run_1/clocks.png
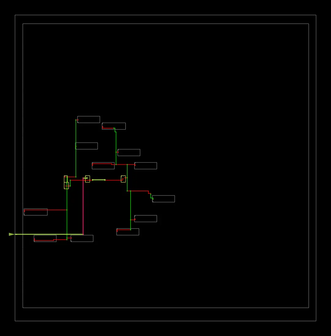
run_1/power_grid.png
Drawn at 3 px/um. Pins as bars on the die edge. Tap cells in grey.
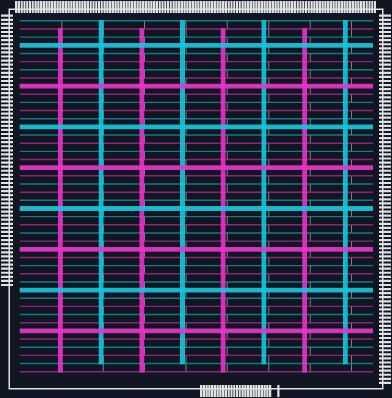
run_1/sizes.png
Drawn at 3 px/um.
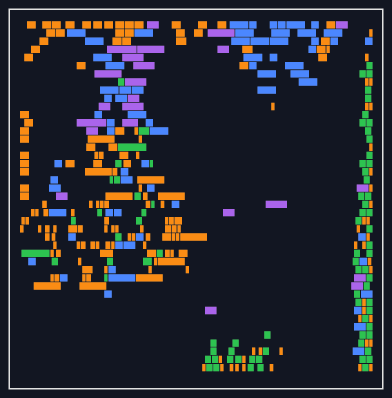
run_1/wires.png
Drawn at 4 px/um.
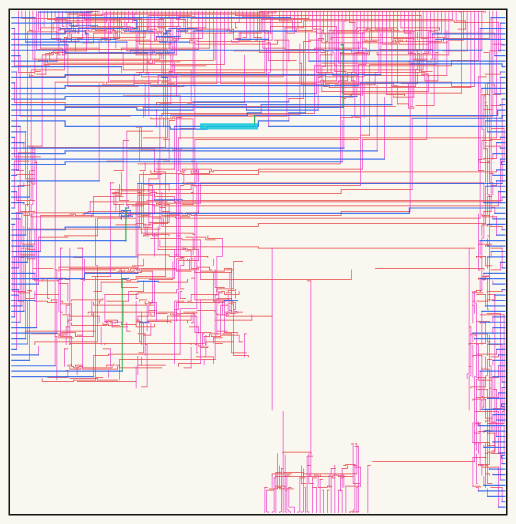
===== src/rtl/mem_arbiter_pkg.sv =====
`default_nettype none
// ============================================================================
// Module   : mem_arbiter_pkg
// Purpose  : Shared definitions for the two-master RAM arbiter: access size
//            codes, arbiter state encodings, the poison word returned for a
//            rejected (misaligned) read and the alignment rule itself.
// Ports    : none (package)
// Revision : 1.0 - initial release
// ============================================================================
package mem_arbiter_pkg;

  // Access size codes as used on the core ram bus
  localparam logic [1:0] MEM_B = 2'd0;
  localparam logic [1:0] MEM_H = 2'd1;
  localparam logic [1:0] MEM_W = 2'd2;

  // Arbiter state encodings
  localparam logic [0:0] ARB_ST_ARB   = 1'b0;
  localparam logic [0:0] ARB_ST_BURST = 1'b1;

  // Data returned for a read that was acknowledged but never sent to the RAM
  localparam logic [31:0] MEMARB_BAD_RDATA = 32'hDEADBEEF;

  // Halfwords must be 2-byte aligned, words 4-byte aligned
  function automatic logic misaligned(input logic [1:0] size, input logic [1:0] lsb);
    return ((size == MEM_H) && lsb[0]) || ((size == MEM_W) && (lsb != 2'b00));
  endfunction

endpackage
`default_nettype wire


===== src/rtl/mem_arbiter_rr2.sv =====
`default_nettype none
// ============================================================================
// Module   : mem_arbiter_rr2
// Purpose  : Two-way round-robin picker. A lone requester always wins; on a
//            tie the requester that was NOT granted last wins.
// Ports    : req[1:0] - request vector (bit index = master index)
//            last     - index of the most recently granted master
//            gnt[1:0] - one-hot (or zero) grant
// Revision : 1.0 - initial release
// ============================================================================
module mem_arbiter_rr2 (
  input  logic [1:0] req,
  input  logic       last,
  output logic [1:0] gnt
);

  assign gnt[0] = req[0] & (~req[1] |  last);
  assign gnt[1] = req[1] & (~req[0] | ~last);

endmodule
`default_nettype wire


===== src/rtl/mem_arbiter.sv =====
`default_nettype none
// ============================================================================
// Module   : mem_arbiter
// Purpose  : Shares one single-port synchronous RAM between the core data
//            bus (m0) and a DMA/debug master with burst support (m1).
//            Grants are combinational in the request cycle; read data comes
//            back one cycle after an accepted read and is steered to the
//            master that issued it. A granted m1 access with len != 0 opens
//            an exclusive burst of up to MAX_BURST beats.
// Config   : MEMARB_ALIGN_CHK_EN - when defined, misaligned H/W accesses are
//            acknowledged but not forwarded; o_err pulses the next cycle and a
//            misaligned read returns MEMARB_BAD_RDATA. Undefined: pass-through,
//            o_err tied low.
// Ports    : clk, rst_n (async, active low)
//            i_m0_* / o_m0_* - core master request, grant, stall, read return
//            i_m1_* / o_m1_* - DMA master request (+ burst len), grant, return
//            o_mem_* / i_mem_rdata - RAM side
//            o_err - misaligned-access pulse
// Revision : 1.0 - initial release
// ============================================================================
module mem_arbiter
  import mem_arbiter_pkg::*;
#(
  parameter int MAX_BURST = 16,
  parameter int AW        = 32
) (
  input  logic          clk,
  input  logic          rst_n,
  input  logic          i_m0_req,
  input  logic          i_m0_wr,
  input  logic [1:0]    i_m0_size,
  input  logic [AW-1:0] i_m0_addr,
  input  logic [31:0]   i_m0_wdata,
  output logic          o_m0_gnt,
  output logic          o_m0_stall,
  output logic          o_m0_rvalid,
  output logic [31:0]   o_m0_rdata,
  input  logic          i_m1_req,
  input  logic          i_m1_wr,
  input  logic [1:0]    i_m1_size,
  input  logic [AW-1:0] i_m1_addr,
  input  logic [31:0]   i_m1_wdata,
  input  logic [7:0]    i_m1_len,
  output logic          o_m1_gnt,
  output logic          o_m1_rvalid,
  output logic [31:0]   o_m1_rdata,
  output logic          o_mem_en,
  output logic          o_mem_wr,
  output logic [1:0]    o_mem_size,
  output logic [AW-1:0] o_mem_addr,
  output logic [31:0]   o_mem_wdata,
  input  logic [31:0]   i_mem_rdata,
  output logic          o_err
);

  // Beats remaining after the opening beat are capped at MAX_BURST-1
  localparam logic [7:0] BURST_CAP = 8'(MAX_BURST - 1);

  logic [0:0]    state;
  logic          rr_last;
  logic          rd_pend;
  logic          rd_owner;
  logic [7:0]    beat_cnt;

  logic [1:0]    rr_gnt;
  logic [1:0]    gnt;
  logic          granted;
  logic          sel_wr;
  logic [1:0]    sel_size;
  logic [AW-1:0] sel_addr;
  logic [31:0]   sel_wdata;
  logic          bad_align;
  logic [31:0]   ret_data;

  mem_arbiter_rr2 u_rr2 (
    .req  ({i_m1_req, i_m0_req}),
    .last (rr_last),
    .gnt  (rr_gnt)
  );

  // Grants are held off while reset is asserted so nothing reaches the RAM
  always_comb begin
    gnt = 2'b00;
    if (rst_n) begin
      if (state == ARB_ST_BURST) gnt = {i_m1_req, 1'b0};
      else                       gnt = rr_gnt;
    end
  end

  assign granted = |gnt;

  always_comb begin
    sel_wr    = 1'b0;
    sel_size  = 2'b00;
    sel_addr  = '0;
    sel_wdata = 32'h0;
    if (gnt[1]) begin
      sel_wr    = i_m1_wr;
      sel_size  = i_m1_size;
      sel_addr  = i_m1_addr;
      sel_wdata = i_m1_wdata;
    end else if (gnt[0]) begin
      sel_wr    = i_m0_wr;
      sel_size  = i_m0_size;
      sel_addr  = i_m0_addr;
      sel_wdata = i_m0_wdata;
    end
  end

`ifdef MEMARB_ALIGN_CHK_EN
  logic rd_bad;
  logic err_q;

  assign bad_align = granted & misaligned(sel_size, sel_addr[1:0]);

  always_ff @(posedge clk or negedge rst_n) begin
    if (!rst_n) begin
      rd_bad <= 1'b0;
      err_q  <= 1'b0;
    end else begin
      rd_bad <= bad_align & ~sel_wr;
      err_q  <= bad_align;
    end
  end

  assign ret_data = rd_bad ? MEMARB_BAD_RDATA : i_mem_rdata;
  assign o_err    = err_q;
`else
  assign bad_align = 1'b0;
  assign ret_data  = i_mem_rdata;
  assign o_err     = 1'b0;
`endif

  assign o_mem_en    = granted & ~bad_align;
  assign o_mem_wr    = sel_wr & o_mem_en;
  assign o_mem_size  = sel_size;
  assign o_mem_addr  = sel_addr;
  assign o_mem_wdata = sel_wdata;

  assign o_m0_gnt    = gnt[0];
  assign o_m1_gnt    = gnt[1];
  assign o_m0_stall  = i_m0_req & ~gnt[0] & rst_n;

  assign o_m0_rvalid = rd_pend & ~rd_owner;
  assign o_m1_rvalid = rd_pend &  rd_owner;
  assign o_m0_rdata  = o_m0_rvalid ? ret_data : 32'h0;
  assign o_m1_rdata  = o_m1_rvalid ? ret_data : 32'h0;

  always_ff @(posedge clk or negedge rst_n) begin
    if (!rst_n) begin
      state    <= ARB_ST_ARB;
      rr_last  <= 1'b1;
      rd_pend  <= 1'b0;
      rd_owner <= 1'b0;
      beat_cnt <= 8'd0;
    end else begin
      // Misaligned reads still return (poisoned) data, so rd_pend ignores bad_align
      rd_pend <= granted & ~sel_wr;
      if (granted) begin
        rd_owner <= gnt[1];
        rr_last  <= gnt[1];
      end
      case (state)
        ARB_ST_ARB: begin
          if (gnt[1] && (i_m1_len != 8'd0)) begin
            beat_cnt <= (i_m1_len > BURST_CAP) ? BURST_CAP : i_m1_len;
            state    <= ARB_ST_BURST;
          end
        end
        default: begin
          // beat_cnt == 1 with m1 requesting means this grant is the last beat
          if (!i_m1_req || (beat_cnt == 8'd1)) begin
            state    <= ARB_ST_ARB;
            beat_cnt <= 8'd0;
            rr_last  <= 1'b1;
          end else begin
            beat_cnt <= beat_cnt - 8'd1;
          end
        end
      endcase
    end
  end

endmodule
`default_nettype wire


===== config.mk =====
export PLATFORM = sky130hd
export DESIGN_NAME = mem_arbiter
export DESIGN_NICKNAME = d
export VERILOG_FILES = /design/src/rtl/mem_arbiter_pkg.sv /design/src/rtl/mem_arbiter_rr2.sv /design/src/rtl/mem_arbiter.sv
export SDC_FILE = /design/constraint.sdc
export NUM_CORES = 1
export LEC_CHECK = 0
export ABC_AREA = 1
export CELL_PAD_IN_SITES_DETAIL_PLACEMENT = 0
export CELL_PAD_IN_SITES_GLOBAL_PLACEMENT = 1
export CORE_AREA = 3 3 121 123
export CTS_BUF_LIST = sky130_fd_sc_hd__clkbuf_2
export DETAILED_ROUTE_END_ITERATION = 10
export DIE_AREA = 0 0 124 126
export DONT_BUFFER_PORTS = 1
export HOLD_SLACK_MARGIN = 0.1
export PLACE_DENSITY = 0.41
export SYNTH_ARGS = -nofsm -noshare
export SYNTH_HDL_FRONTEND = slang
export SYNTH_SLANG_ARGS = --single-unit
export TNS_END_PERCENT = 50

===== constraint.sdc =====
create_clock -name clk -period 1.3 [get_ports clk]
set_input_delay 0.195 -clock clk [delete_from_list [all_inputs] [get_ports clk]]
set_output_delay 0.195 -clock clk [all_outputs]
set_load 0.005 [all_outputs]

==> summary.txt, run 1 <==
The layout was made with Yosys and OpenROAD.

The flow ran to the end, but the final reports show violations. The final reports fail on setup timing. The detailed router reported a total wirelength of 13800 um. The uppermost layer routed is met5. The number of sequential cells is 12. The worst relative slew slack is 57.2%. The clock tree buffer depth is 2. Per the layout report, the design carries 1499 filler cells. The routing usage on met3 is 13.2%.

In this run the number of cells on the critical path is 6. The finished design was reported to have a net count of between 500 and 600. The worst-case reg-to-reg setup slack stands at -130 ps.

STA reports the tightest min-delay check as being of type input port to flip-flop. At floorplan, the net count of the design was reported as 477. Per the finish-stage timing summary, setup violations number 147. The maximum level of the CTS H-tree is 1. The cell leakage power is 1.46 nW. For the worst flop-to-flop path, the logic depth is 8. Across all layers, the routed design uses between 2000 and 2500 vias. The startpoint of the worst register-to-register path is rr_last$_DFF_PN1_. The placeable core region is 0.0138 mm^2. The critical setup path kind is flip-flop to output port.

The register cell area after layout is 303 um^2. The tally of max-capacitance violations is 0. The endpoint of the worst register-to-register path is beat_cnt[2]$_DFFE_PN0P_. In this run the layout overhead on the synthesized area is reported as 66.6%.

The multi-input combinational cells in the finished layout cover a total of around 0.0017 mm^2. The minimum setup slack in the final design is -520 ps. On the worst setup and hold paths after CTS, the clock-pin slew comes to 150 ps. Registers represent a cell area share of under 10%. Broken down by cell family, the worst path's largest delay share belongs to flip-flops. The met1 layer usage reported by global route is 20.3%. The count of input and output buffers is 0. On the final layout, the worst clock skew is 2.24 ps.

The number of OpenROAD warnings is 30. Post-CTS repair ended up resizing 78 cells. After synthesis, the cell types taking the most area are sky130_fd_sc_hd__a22o_1 (31%), sky130_fd_sc_hd__nor2_1 (16%), sky130_fd_sc_hd__dfrtp_1 (15%). The longest incremental delay of any stage on the critical path is reported as 580 ps. The number of I/O pins is 316. STA classifies the critical path startpoint as a flip-flop. The first global-routing pass estimated 16500 um of wire. Counting distinct cell types in the post-synthesis netlist gives 25.
Notes on clocks.png above:
clock group total power: 0.223 mW
clock buffer instance count of the final layout: 3
Insertion Delay late pin: 280 ps

Notes on power_grid.png above:
[cyan] VDD
[magenta] VSS
tap cells: 180
met1 rails: 44
met4 straps: 8

Notes on sizes.png above:
[green] _2 cells | cells: 79
[blue] _3 and _4 cells | cells: 67
[purple] _6 and larger | cells: 23
[orange] _0 and _1 cells | cells: 168

Notes on wires.png above:
[blue] metal 3 | wire length: 2610 um
[cyan] metal 5 | wire length: 12.9 um
[magenta] metal 2 | wire length: 5470 um
[red] metal 1 | wire length: 5640 um
[green] metal 4 | wire length: 49.6 um

[run 1: power breakdown]
group          total [mW]  internal (mW)  switching, mW
Clock               0.223         0.0669          0.156
Combinational        2.36           1.07           1.29
Sequential          0.620          0.499          0.122
[run 1: sequential cells by signal (all words and copies together), names as in the netlist]
| signal | cells |
|---|---|
| beat_cnt | 8 |
| rd_owner | 1 |
| rd_pend | 1 |
| rr_last | 1 |
| state | 1 |
[run 1: stage by stage]
stage	instances	worst slack (ps)	power, mW
floorplan	297	-77.8	1.69
global placement	490	-173	2.36
detailed placement	490	-199	2.36
CTS	501	-552	2.84
global route	518	-593	3.50
finish	524	-520	3.20
[run 1: cell usage after synthesis]
cell	count
sky130_fd_sc_hd__nor2_1	77
sky130_fd_sc_hd__a22o_1	66
sky130_fd_sc_hd__inv_1	45
sky130_fd_sc_hd__nand2_1	35
sky130_fd_sc_hd__nand3_1	12
sky130_fd_sc_hd__buf_2	11
sky130_fd_sc_hd__dfrtp_1	11
sky130_fd_sc_hd__o21ai_0	9
sky130_fd_sc_hd__clkbuf_1	7
sky130_fd_sc_hd__xor2_1	4
sky130_fd_sc_hd__buf_6	3
sky130_fd_sc_hd__ha_1	2
sky130_fd_sc_hd__inv_2	2
sky130_fd_sc_hd__nand3_2	2
sky130_fd_sc_hd__a21oi_1	1
sky130_fd_sc_hd__buf_4	1
sky130_fd_sc_hd__conb_1	1
sky130_fd_sc_hd__dfstp_2	1
sky130_fd_sc_hd__nand2_2	1
sky130_fd_sc_hd__nand3_4	1
sky130_fd_sc_hd__nand4_1	1
sky130_fd_sc_hd__nor2_4	1
sky130_fd_sc_hd__o211ai_1	1
sky130_fd_sc_hd__o21ai_2	1
sky130_fd_sc_hd__o21bai_1	1
[run 1: cells in the final DEF, fill, tap and decap left out, types with 3 or more instances in the layout]
cell type / synthesis / routed
sky130_fd_sc_hd__nor2_2: 0 / 64
sky130_fd_sc_hd__a22o_1: 66 / 45
sky130_fd_sc_hd__inv_1: 45 / 42
sky130_fd_sc_hd__buf_4: 1 / 33
sky130_fd_sc_hd__nand2_1: 35 / 28
sky130_fd_sc_hd__a22o_4: 0 / 21
sky130_fd_sc_hd__nand3_1: 12 / 12
sky130_fd_sc_hd__buf_6: 3 / 11
sky130_fd_sc_hd__dfrtp_1: 11 / 10
sky130_fd_sc_hd__nor2_1: 77 / 9
sky130_fd_sc_hd__diode_2: 0 / 7
sky130_fd_sc_hd__o21ai_0: 9 / 6
sky130_fd_sc_hd__nor2_4: 1 / 5
sky130_fd_sc_hd__buf_12: 0 / 5
sky130_fd_sc_hd__inv_2: 2 / 4
sky130_fd_sc_hd__nand2_2: 1 / 4
sky130_fd_sc_hd__nand2_4: 0 / 4
sky130_fd_sc_hd__xor2_1: 4 / 4
sky130_fd_sc_hd__clkbuf_2: 0 / 3
sky130_fd_sc_hd__clkbuf_16: 0 / 3
sky130_fd_sc_hd__dlygate4sd3_1: 0 / 3
[run 1: cells by family after synthesis]
kind of cell	synth area share, %
simple gates	29.2
buf+inv	16.1
fa+ha+maj	1.35
xor+xnor	1.89
flops	16.2
other cells	0.202
compound gates	35.1
run_1/cell_density.png
Drawn at 3 px/um. 12 x 13 tiles, from white (low) to dark blue (high), 0 to 100% covered.
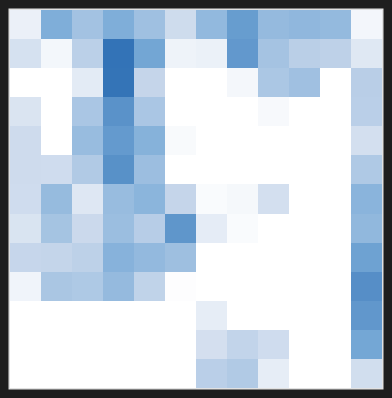

==> run 2, diff against run 1 <==
- PLACE_DENSITY: 0.41 -> 0.46
- SYNTH_HIERARCHICAL: not set -> 1
run_2/cell_density.png
Drawn at 3 px/um. 12 x 13 tiles, from white (low) to dark blue (high), 0 to 100% covered.
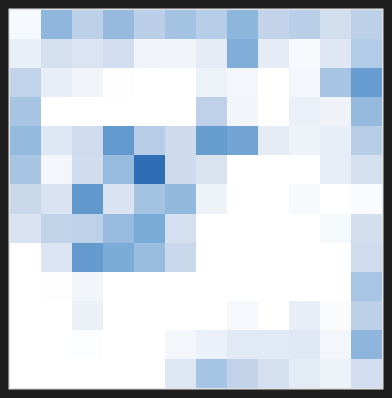
mean over tiles: 16%
fullest tile: 75%
nearly empty tiles: 34%

==> run 2 against run 1 <==
The flow still finishes with violations (setup timing). Via count rose by 12%. Maximum frequency fell by 5.4%. Clock skew rose by 2.6 ps. Synthesized area rose by 15%. Synthesized cell count rose by 48%. Register-to-register slack got worse by 100 ps. Sequential cell count did not move. Clock power barely moved. Final cell count rose by 19%. Routed wire length fell by 22%. Setup slack got worse by 100 ps. Largest cell class unchanged.
==> summary.txt, run 2 <==
The layout was made with Yosys and OpenROAD.

The worst clock skew is 4.80 ps (was 2.24 ps). The overall routed net length is 10800 um (was 13800 um). The fraction of registers with async set or reset after synthesis is 100% (unchanged). The slack of the worst reg-to-reg path is -230 ps (was -130 ps). The count of non-filler cells in the finished layout is 622 (was 524).

The critical path startpoint category is a flip-flop (unchanged). The depth of the worst register-to-register path came to 10 (was 8). The total power of the final layout is 3.65 mW (was 3.20 mW).

The number of vias after detailed routing is 2800 (was 2490). The count of input and output buffers was 0 (unchanged). The most common cell in the netlist was sky130_fd_sc_hd__nand2_1 (was sky130_fd_sc_hd__nor2_1). The register with the most flip-flops was beat_cnt (unchanged). The placeable core region is 0.0138 mm^2 (unchanged). The number of I/O pins is 316 (unchanged). The flip-flop count of the largest register after layout was 8 (unchanged). The wire length of the first global-routing pass was 14200 um (was 16500 um).

The net count of the mapped netlist is 621 (was 477). Top cells by count: sky130_fd_sc_hd__nand2_1 (168), sky130_fd_sc_hd__nand3_1 (79), sky130_fd_sc_hd__nor2_1 (75) (was sky130_fd_sc_hd__nor2_1 (77), sky130_fd_sc_hd__a22o_1 (66), sky130_fd_sc_hd__inv_1 (45)). The cell leakage power came to 1.47 nW (was 1.46 nW). The insertion delay at the late pin of the worst-skew pair is 280 ps (about the same). Most numerous logic cells after layout: sky130_fd_sc_hd__nand2_1 (148), sky130_fd_sc_hd__nand3_1 (79), sky130_fd_sc_hd__nor2_1 (64) (was sky130_fd_sc_hd__nor2_2 (64), sky130_fd_sc_hd__a22o_1 (45), sky130_fd_sc_hd__inv_1 (42)).

The cell count after placement was 615 (was 490). The number of OpenROAD warnings came to 30 (unchanged). The endpoint of the worst register-to-register path is beat_cnt[1]$_DFFE_PN0P_ (was beat_cnt[2]$_DFFE_PN0P_).

The primary flip-flop cell chosen by synthesis mapping is sky130_fd_sc_hd__dfrtp_1 (unchanged). The area growth from synthesis to layout is 23.9% (was 66.6%). The maximum level of the CTS H-tree is 1 (unchanged).

The worst hold path class is input port to flip-flop (unchanged). Violated checks: setup timing (unchanged). The net count of the finished layout came to 623 (was 518). The minimum setup slack in the final design is -624 ps (was -520 ps). The number of setup violations in the final report was 118 (was 147). The worst relative slew slack is 56.8% (was 57.2%). The critical setup path kind is flip-flop to output port (unchanged). Status: complete, but fails checks (unchanged). The main logic family after synthesis is simple AND/OR/NAND/NOR gates (was AND-OR/OR-AND gates). The share of synthesized cell area in and, or, nand and nor gates came to 63.1% (was 29.2%). The tally of max-capacitance violations came to 0 (unchanged). The most common logic cell in the routed design is sky130_fd_sc_hd__nand2_1 (was sky130_fd_sc_hd__nor2_2). The area share of fa/ha/maj cells after synthesis was 1.17% (was 1.35%).

The clock-pin slew on the worst setup and hold paths is 140 ps (was 150 ps). The post-synthesis mux area share is 0% (unchanged). The number of enable-type register cells in the synthesized netlist was 0 (unchanged). The fraction of the mapped netlist area in compound gates was 4.74% (was 35.1%). The clock tree buffer depth is 2 (unchanged). The synthesized-area fraction occupied by xor and xnor cells is 1.23% (was 1.89%).
run_2/power_grid.png
Drawn at 3 px/um. Pins as bars on the die edge. Tap cells in grey.
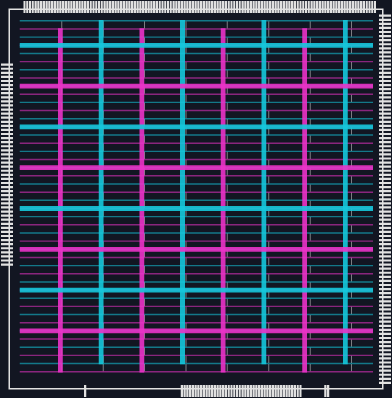
[cyan] VDD
[magenta] VSS
rows: 43
met5 straps: 8

==> run 2: cell count changes after synthesis, sizes merged, moves of 2 or more <==
cell | before | now
clkbuf | 7 | 19
buf | 15 | 11
nand3 | 15 | 79
a22o | 66 | 0
nor2 | 78 | 76
nor3 | 0 | 2
nand2 | 36 | 171
==> run 2: timing repair <==
| action | 4_1_cts | 5_1_grt |
|---|---|---|
| endpoints found under the hold margin | 12 | 1 |
| hold buffers | 1 | 1 |
| pin swaps | 0 | 1 |
| setup buffers | 0 | 0 |
| resized | 22 | 16 |
| endpoints found under the setup margin | 119 | 149 |
| gates cloned | 1 | 0 |
==> run 2: layout make-up <==
type	instances	area, um^2	share of cell area (%)
well taps	180	225	8.51
inverters	48	183	6.90
flip-flops and latches	12	302	11.4
clock buffers	4	20.0	0.756
multi-input cells	351	1600	60.3
repair buffers	27	320	12.1
==> run 2: worst max-delay path, cell delays in order (launching register included) <==
cell                      delay (ps)
sky130_fd_sc_hd__dfstp_2         570
sky130_fd_sc_hd__inv_1            50
sky130_fd_sc_hd__a21oi_2         120
sky130_fd_sc_hd__nand2_2          70
sky130_fd_sc_hd__nor2_4          140
sky130_fd_sc_hd__buf_12          210
sky130_fd_sc_hd__nand3_1         150
sky130_fd_sc_hd__nand2_1         120
==> run 2: logic make-up after synthesis <==
logic type               Yosys count
AND-OR/OR-AND                     16
AND/OR/NAND/NOR                  329
adder cells (fa/ha/maj)            2
buffers and inverters             78
other                              1
XOR/XNOR                           3
flip-flops                        12
==> run 2: worst max path at each step <==
stage                            startpoint         endpoint  slack (ps)
final                     rr_last$_DFF_PN1_   o_mem_wdata[4]        -620
after global routing      rr_last$_DFF_PN1_   o_mem_wdata[4]        -710
after CTS                 rr_last$_DFF_PN1_   o_mem_wdata[4]        -640
after detailed placement  rr_last$_DFF_PN1_   o_mem_wdata[4]        -300
after global placement    rr_last$_DFF_PN1_   o_mem_wdata[4]        -300
after floorplan           rr_last$_DFF_PN1_  o_mem_wdata[10]        -130
==> run 2: power breakdown <==
| part | internal, mW | leakage, nW | total, mW | switching, mW |
|---|---|---|---|---|
| Combinational | 1.00 | 1.30 | 2.78 | 1.78 |
| Clock | 0.0816 | 0.0166 | 0.226 | 0.145 |
| Sequential | 0.529 | 0.150 | 0.641 | 0.112 |
==> run 2: metrics by stage <==
| step | setup TNS, ps | setup WS (ps) | util (%) |
|---|---|---|---|
| 2_1_floorplan | -8780 | -132 | - |
| 3_3_place_gp | -19750 | -298 | 18.1 |
| 3_5_place_dp | -18590 | -299 | 18.1 |
| 4_1_cts | -44450 | -637 | 18.9 |
| 5_1_grt | -56920 | -708 | 19.2 |
| 6_report | -42890 | -624 | 19.2 |
==> run 2: routing by layer <==
metal	up-vias	GRT usage [%]	wire, um
li1	1351	-	-
met1	1255	14.6	4080
met2	187	21.7	5560
met3	7	2.78	1080
met4	0	1.55	53
met5	-	0	0
run_2/wires.png
Drawn at 4 px/um.
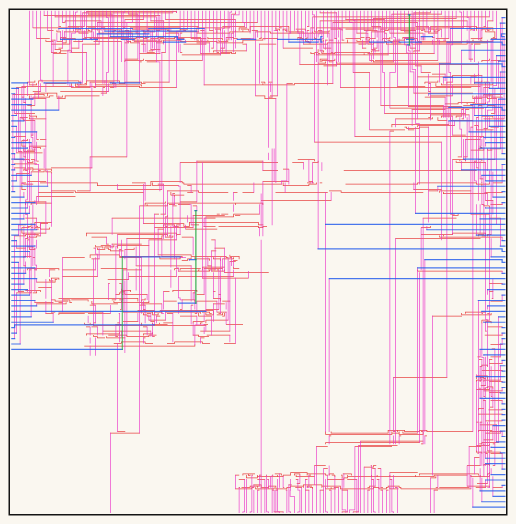

==> run 3, diff against run 2 <==
- CORE_AREA: 3 3 121 123 -> 3 3 123 125
- DIE_AREA: 0 0 124 126 -> 0 0 126 128
- PLACE_DENSITY: 0.46 -> 0.44
- clock period: 1.3 -> 2 ns (I/O delays scaled with it)
run_3/wires.png
Drawn at 4 px/um.
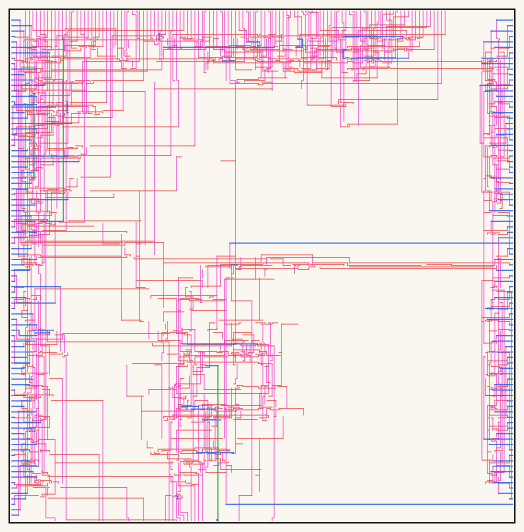
[magenta] metal 2 | wire length: 5690 um
[red] metal 1 | wire length: 4070 um
[green] metal 4 | wire length: 105 um
[blue] metal 3 | wire length: 946 um

==> run 3 against run 2 <==
Count of clock-buffer cells in the layout did not move. Highest routed layer unchanged. Register-to-register slack improved by 600 ps. Hold slack improved by 130 ps. The flow still finishes with violations (setup timing). Synthesized area did not move. Synthesized cell count did not move. Total power fell by 34%. Setup slack improved by 590 ps. Sequential share of layout area fell by 0.64 points. Core utilization rose by 0.82 points. Die size rose by 3.2%.
==> summary.txt, run 3 <==
The layout was made with Yosys and OpenROAD.

The area growth from synthesis to layout is 31.2% (was 23.9%). The critical path startpoint category is a flip-flop (unchanged). The number of setup violations in the final report is 40 (was 118). The net load switching power is 1.35 mW (was 2.04 mW). The most common cell in the netlist is sky130_fd_sc_hd__nand2_1 (unchanged). The overall routed net length came to 10800 um (about the same). Violated checks: setup timing (unchanged). The clock tree buffer depth was 2 (unchanged). The clock-pin slew on the worst setup and hold paths is 150 ps (was 140 ps). The most frequent cell on the critical path is sky130_fd_sc_hd__nand2_2.

Top cells by area: sky130_fd_sc_hd__nand2_1 (30%), sky130_fd_sc_hd__nand3_1 (19%), sky130_fd_sc_hd__nor2_1 (13%) (unchanged). The primary flip-flop cell chosen by synthesis mapping is sky130_fd_sc_hd__dfrtp_1 (unchanged). Status: complete, but fails checks (unchanged). The insertion delay at the late pin of the worst-skew pair is 280 ps (about the same). The minimum setup slack in the final design came to -36.2 ps (was -624 ps). The worst clock skew is 23.8 ps (was 4.80 ps).

The net count of the finished layout is 621 (was 623). The count of input and output buffers was 0 (unchanged). The minimum setup slack after placement was 180 ps (was -299 ps). The stage delay of the slowest cell on the critical path was 570 ps (about the same). Top cells by count: sky130_fd_sc_hd__nand2_1 (168), sky130_fd_sc_hd__nand3_1 (79), sky130_fd_sc_hd__nor2_1 (75) (unchanged). The number of vias after detailed routing was 2879 (was 2800). The fraction of the core area covered by cells at the end of the flow came to 20.0% (was 19.2%). The share of total power consumed by net switching is 56.4% (was 55.8%). The launching element of the worst setup path is rr_last$_DFF_PN1_ (unchanged). The number of I/O pins was 316 (unchanged). The sequential cell fraction of total power is 17.5% (was 17.6%). The count of cell types in the netlist was 25 (unchanged). The number of OpenROAD warnings came to 29 (was 30).

The placeable core region was 0.0140 mm^2 (was 0.0138 mm^2). The net count of the mapped netlist is 621 (unchanged). The buffers plus inverters on the worst setup path is 3 (was 2).

The count of non-filler cells in the finished layout came to 620 (was 622). The kind of cell adding the most delay to the critical path is flip-flops (unchanged). The worst hold path class is input port to flip-flop (unchanged). The number of enable-type register cells in the synthesized netlist is 0 (unchanged). The critical setup path kind is flip-flop to output port (unchanged).

The register with the most flip-flops is beat_cnt (unchanged). The worst relative slew slack came to 59.4% (was 56.8%). Most numerous logic cells after layout: sky130_fd_sc_hd__nand2_1 (136), sky130_fd_sc_hd__nor2_1 (75), sky130_fd_sc_hd__nand3_1 (64) (was sky130_fd_sc_hd__nand2_1 (148), sky130_fd_sc_hd__nand3_1 (79), sky130_fd_sc_hd__nor2_1 (64)).

The wire length of the first global-routing pass is 13600 um (was 14200 um). The cell leakage power came to 1.50 nW (was 1.47 nW).
run_3/power_grid.png
Drawn at 3 px/um. Pins as bars on the die edge. Tap cells in grey.
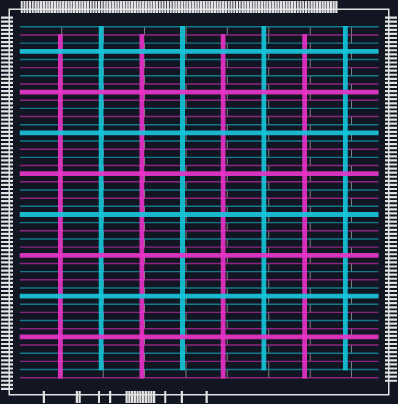
[cyan] VDD
[magenta] VSS
met1 rails: 44
rows: 43
signal pins: 316
met4 straps: 8
met5 straps: 8

==> run 3: cell counts after synthesis <==
Identical to the previous run, type by type.
==> run 3: kinds of logic (layout without fill, tap and decap cells) <==
logic type	after synthesis	in the layout	share of synthesized area (%)
buffers and inverters	78	77	15.5
other	1	1	0.175
AND-OR/OR-AND	16	16	4.74
flip-flops	12	12	14.1
XOR/XNOR	3	3	1.23
adder cells (fa/ha/maj)	2	2	1.17
AND/OR/NAND/NOR	329	329	63.1
==> run 3: worst paths after layout <==
check,cells past startpoint,slack (ps),to
max,8,-40,o_mem_addr[1]
max reg2reg,9,370,rd_pend$_DFF_PN0_
min reg2reg,2,560,rr_last$_DFF_PN1_
min,4,250,beat_cnt[2]$_DFFE_PN0P_
max in group asynchronous,1,1130,rd_pend$_DFF_PN0_
min in group asynchronous,1,450,beat_cnt[2]$_DFFE_PN0P_
==> run 3: timing repair <==
action / in CTS / in global routing
buffers inserted: 2 / 5
endpoints found under the setup margin: 60 / 69
cloned: 3 / 4
resized: 11 / 48
endpoints found under the hold margin: 12 / 0
hold buffers: 1 / 0
pin swaps: 1 / 18
==> run 3: power by group through the flow <==
stage / combinational (mW) / clock, mW / sequential (mW)
after floorplan: 1.17 / 0 / 0.403
after global placement: 1.54 / 0 / 0.426
after detailed placement: 1.53 / 0 / 0.424
after CTS: 1.70 / 0.147 / 0.418
after global routing: 2.04 / 0.161 / 0.434
final: 1.84 / 0.140 / 0.418
==> run 3: layout make-up <==
type | instances | area [um^2]
clock buffers | 4 | 20.0
flip-flops and latches | 12 | 302
well taps | 180 | 225
multi-input cells | 351 | 1700
repair buffers | 25 | 369
inverters | 48 | 188
fillers | 1613 | 11200
==> run 3: worst min-delay path, delay by kind of cell <==
| family | cells | cell delay, ps |
|---|---|---|
| simple gates | 3 | 150 |
| compound gates | 1 | 60 |
==> run 3: stage by stage <==
step	TNS, ps	area (um^2)	hold slack [ps]
final	-520	2800	251
after global routing	-9930	2800	261
after CTS	-2640	2510	238
after detailed placement	0	2340	4.81
after global placement	0	2340	4.81
after floorplan	0	2140	4.41
==> run 3: routing by layer <==
metal | vias to the layer above | routed length, um | GRT usage (%)
met1 | 1296 | 4070 | 12.6
li1 | 1349 | - | -
met5 | - | 0 | 0
met4 | 0 | 105 | 1.96
met3 | 6 | 946 | 1.54
met2 | 228 | 5690 | 20.8
Power is estimated from default activity; no workload was simulated.
